$ cat src/rtl/wb_ram_arbiter.sv
`default_nettype none
// ============================================================================
// Module   : wb_ram_arbiter
// Brief    : Two-master Wishbone classic arbiter in front of one single-port
//            wb_ram; one grant per transfer, stale RAM ack masked in IDLE.
//            WB_RAM_ARB_RR_EN selects round-robin (else fixed m0 priority).
// Revision : 1.0 - initial release
// ============================================================================
module wb_ram_arbiter #(
    parameter int dw = 32,
    parameter int aw = 10
) (
    input  logic          wb_clk_i,
    input  logic          wb_rst_ni,
    input  logic [aw-1:0] m0_adr_i,
    input  logic [dw-1:0] m0_dat_i,
    input  logic [3:0]    m0_sel_i,
    input  logic          m0_we_i,
    input  logic          m0_cyc_i,
    output logic          m0_ack_o,
    output logic [dw-1:0] m0_dat_o,
    input  logic [aw-1:0] m1_adr_i,
    input  logic [dw-1:0] m1_dat_i,
    input  logic [3:0]    m1_sel_i,
    input  logic          m1_we_i,
    input  logic          m1_cyc_i,
    output logic          m1_ack_o,
    output logic [dw-1:0] m1_dat_o,
    output logic [aw-1:0] s_adr_o,
    output logic [dw-1:0] s_dat_o,
    output logic [3:0]    s_sel_o,
    output logic          s_we_o,
    output logic          s_cyc_o,
    input  logic          s_ack_i,
    input  logic [dw-1:0] s_dat_i
);

    typedef enum logic [0:0] {
        ST_IDLE = 1'b0,
        ST_BUSY = 1'b1
    } state_t;

    state_t r_state;
    state_t w_state_nxt;
    logic   r_gnt;
    logic   w_gnt_nxt;
    logic   w_req_any;
    logic   w_winner;
    logic   w_cyc_gnt;
    logic   w_we_gnt;

    assign w_req_any = m0_cyc_i | m1_cyc_i;

`ifdef WB_RAM_ARB_RR_EN
    logic r_last;
    logic w_last_nxt;

    // A conflict goes to the master that was not served most recently
    assign w_winner = (m0_cyc_i & m1_cyc_i) ? ~r_last : m1_cyc_i;
`else
    assign w_winner = ~m0_cyc_i;
`endif

    assign w_cyc_gnt = r_gnt ? m1_cyc_i : m0_cyc_i;
    assign w_we_gnt  = r_gnt ? m1_we_i  : m0_we_i;

    assign s_adr_o  = r_gnt ? m1_adr_i : m0_adr_i;
    assign s_dat_o  = r_gnt ? m1_dat_i : m0_dat_i;
    assign s_sel_o  = r_gnt ? m1_sel_i : m0_sel_i;
    assign m0_dat_o = s_dat_i;
    assign m1_dat_o = s_dat_i;

    always_ff @(posedge wb_clk_i) begin
        if (!wb_rst_ni) begin
            r_state <= ST_IDLE;
            r_gnt   <= 1'b0;
`ifdef WB_RAM_ARB_RR_EN
            r_last  <= 1'b1;
`endif
        end else begin
            r_state <= w_state_nxt;
            r_gnt   <= w_gnt_nxt;
`ifdef WB_RAM_ARB_RR_EN
            r_last  <= w_last_nxt;
`endif
        end
    end

    always_comb begin
        w_state_nxt = r_state;
        w_gnt_nxt   = r_gnt;
`ifdef WB_RAM_ARB_RR_EN
        w_last_nxt  = r_last;
`endif
        s_cyc_o     = 1'b0;
        s_we_o      = 1'b0;
        m0_ack_o    = 1'b0;
        m1_ack_o    = 1'b0;
        case (r_state)
            ST_IDLE: begin
                if (w_req_any) begin
                    w_state_nxt = ST_BUSY;
                    w_gnt_nxt   = w_winner;
                end
            end
            ST_BUSY: begin
                s_cyc_o  = w_cyc_gnt;
                s_we_o   = w_we_gnt;
                m0_ack_o = s_ack_i & w_cyc_gnt & ~r_gnt;
                m1_ack_o = s_ack_i & w_cyc_gnt & r_gnt;
                // Dropped cyc aborts without touching the round-robin pointer
                if (!w_cyc_gnt) begin
                    w_state_nxt = ST_IDLE;
                end else if (s_ack_i) begin
                    w_state_nxt = ST_IDLE;
`ifdef WB_RAM_ARB_RR_EN
                    w_last_nxt  = r_gnt;
`endif
                end
            end
            default: begin
                w_state_nxt = ST_IDLE;
            end
        endcase
    end

endmodule
`default_nettype wire
$ cat config.mk
export PLATFORM = sky130hd
export DESIGN_NAME = wb_ram_arbiter
export DESIGN_NICKNAME = d
export VERILOG_FILES = /design/src/rtl/wb_ram_arbiter.sv
export SDC_FILE = /design/constraint.sdc
export NUM_CORES = 1
export LEC_CHECK = 0
export ABC_AREA = 1
export CORE_AREA = 2 2 95 97
export CTS_CLUSTER_SIZE = 24
export DETAILED_ROUTE_END_ITERATION = 10
export DIE_AREA = 0 0 97 99
export MAX_ROUTING_LAYER = met4
export PLACE_DENSITY = 0.66
export SYNTH_ARGS = -nofsm -noshare
export SYNTH_HDL_FRONTEND = slang
export SYNTH_SLANG_ARGS = --single-unit
$ cat constraint.sdc
create_clock -name wb_clk_i -period 1.1 [get_ports wb_clk_i]
set_input_delay 0.22 -clock wb_clk_i [delete_from_list [all_inputs] [get_ports wb_clk_i]]
set_output_delay 0.22 -clock wb_clk_i [all_outputs]
set_load 0.005 [all_outputs]
run_1/placement_by_type.png
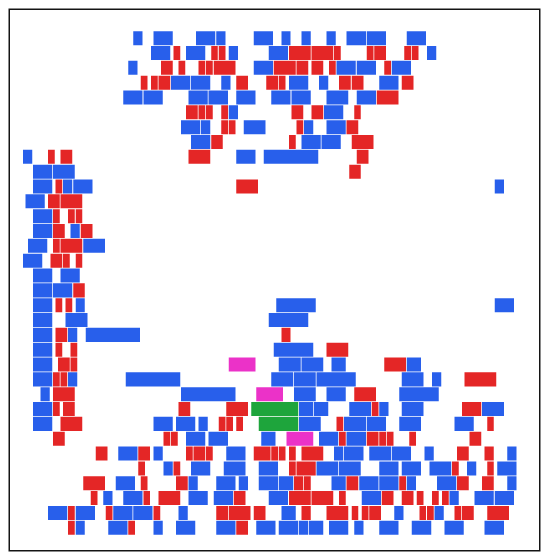
- blue: other buffers and delay cells (cells 181; share of their area 63%)
- magenta: clock drivers (cells 3; share of their area 1.5%)
- green: flops (cells 2; share of their area 1.6%)
- red: combinational and other logic (cells 158; share of their area 34%)

run_1/sizes.png
Bar = 20 µm.
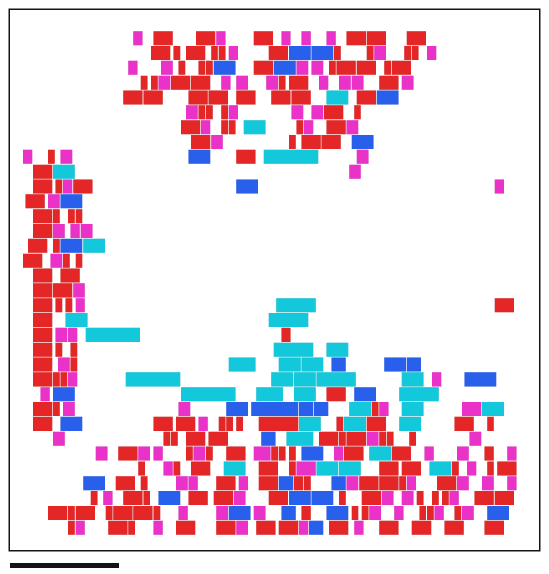
- magenta: _2 cells (cells 92; share 27%)
- red: _0 and _1 cells (cells 183; share 53%)
- cyan: _6 and larger (cells 35; share 10%)
- blue: _3 and _4 cells (cells 34; share 9.9%)

run_1/clocks.png
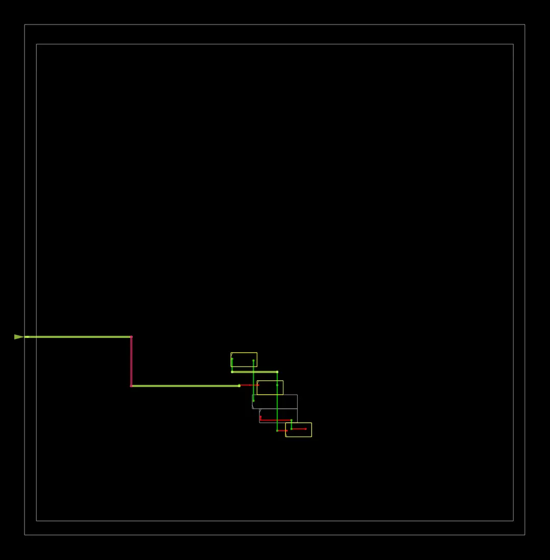
Flops: 2
clk pwr: 0.284 mW
clock buffer count: 3

-- run 1: routing by layer --
layer	global-route usage [%]	wire length, µm
met5	-	0
met4	7.476	329
met3	2.908	407
met2	20.83	3434
met1	11.40	2092
-- run 1: cell usage in the layout (no fill, tap or decap), drive strengths merged --
cell type | netlist | final
nand2 | 146 | 146
clkdlybuf4s50 | 0 | 98
buf | 73 | 80
clkbuf | 1 | 6
inv | 4 | 4
a21oi | 4 | 4
nor3 | 2 | 2
dfxtp | 2 | 2
nand3 | 1 | 1
o21ai | 1 | 1
-- run 1: how the worst min path moves through the flow --
stage	endpoint	slack [ns]	startpoint	cells past startpoint
floorplan	r_state	0.33	wb_rst_ni	2
global placement	m0_dat_o[7]	0.44	s_dat_i[7]	0
detailed placement	m0_dat_o[7]	0.44	s_dat_i[7]	0
CTS	m0_dat_o[7]	0.44	s_dat_i[7]	0
global route	m0_dat_o[23]	0.44	s_dat_i[23]	0
finish	m0_dat_o[0]	0.44	s_dat_i[0]	0
-- run 1: kinds of logic (layout without fill, tap and decap cells) --
family / Yosys count / after routing / share of synthesized area [%]
DFF: 2 / 2 / 3.394
buffers and inverters: 78 / 188 / 46.76
and+or+nand+nor: 149 / 149 / 47.72
AOI/OAI and AO/OA: 5 / 5 / 2.121
-- run 1: synthesized netlist by cell type, drive strengths merged --
master,count,area share [%]
nand3,1,0.42
nor3,2,0.85
buf,73,45
o21ai,1,0.42
nand2,146,46
a21oi,4,1.7
dfxtp,2,3.4
clkbuf,1,0.32
inv,4,1.3
-- run 1: worst max-delay path, stage by stage, from the launching register on --
cell and delay (ns):
dfxtp_4 0.36, inv_8 0.07, buf_12 0.09, buf_6 0.09, nand2_4 0.05, nand2_4 0.06
nand2_4 0.06, nor3_4 0.17, buf_2 0.13
==> results_dict.tcl <==
# flow metrics
set metrics [dict create \
    grt_pass1_wl_um 8728 \
    syn_to_final_growth_pct 142.8 \
    clock_latency_ns 0.21 \
    cts_buffers 3 \
    wl_per_cell_um 13.86 \
    pg_comb_mw 1.39 \
    dpl_cell_area_um2 2344 \
    switching_power_mw 0.6140 \
    post_cts_buffers 15 \
    largestRegisters "r_gnt x1, r_state x1" \
    fin_crit_ns 1.519 \
    start_kind "flop" \
    yosys_area_um2 1180 \
    cts_sinks 2 \
    status "finished, violations left" \
    worst_setup_path_end_kind "primary output" \
    cts-hold-fix-buffers 0 \
    sh_seq_area_pct 1.528 \
    io_buffers 148 \
    total_power_mw 1.764 \
    logic_area_um2 900.9 \
    critPathKind "reg2out" \
    finalSetupViolations 52 \
    synth_area_um2 1180 \
    drt_iter0_markers 27 \
    sw_frac_of_total_pct 34.82 \
    worst_slack_ns -0.4187 \
    finalCritPeriodShare_pct 138.1 \
    std_cell_rows 34 \
    yosys.cell_types.count 11 \
    violations "setup timing" \
    pwr-share-comb_pct 78.8 \
]
Power and IR drop assume default switching activity.
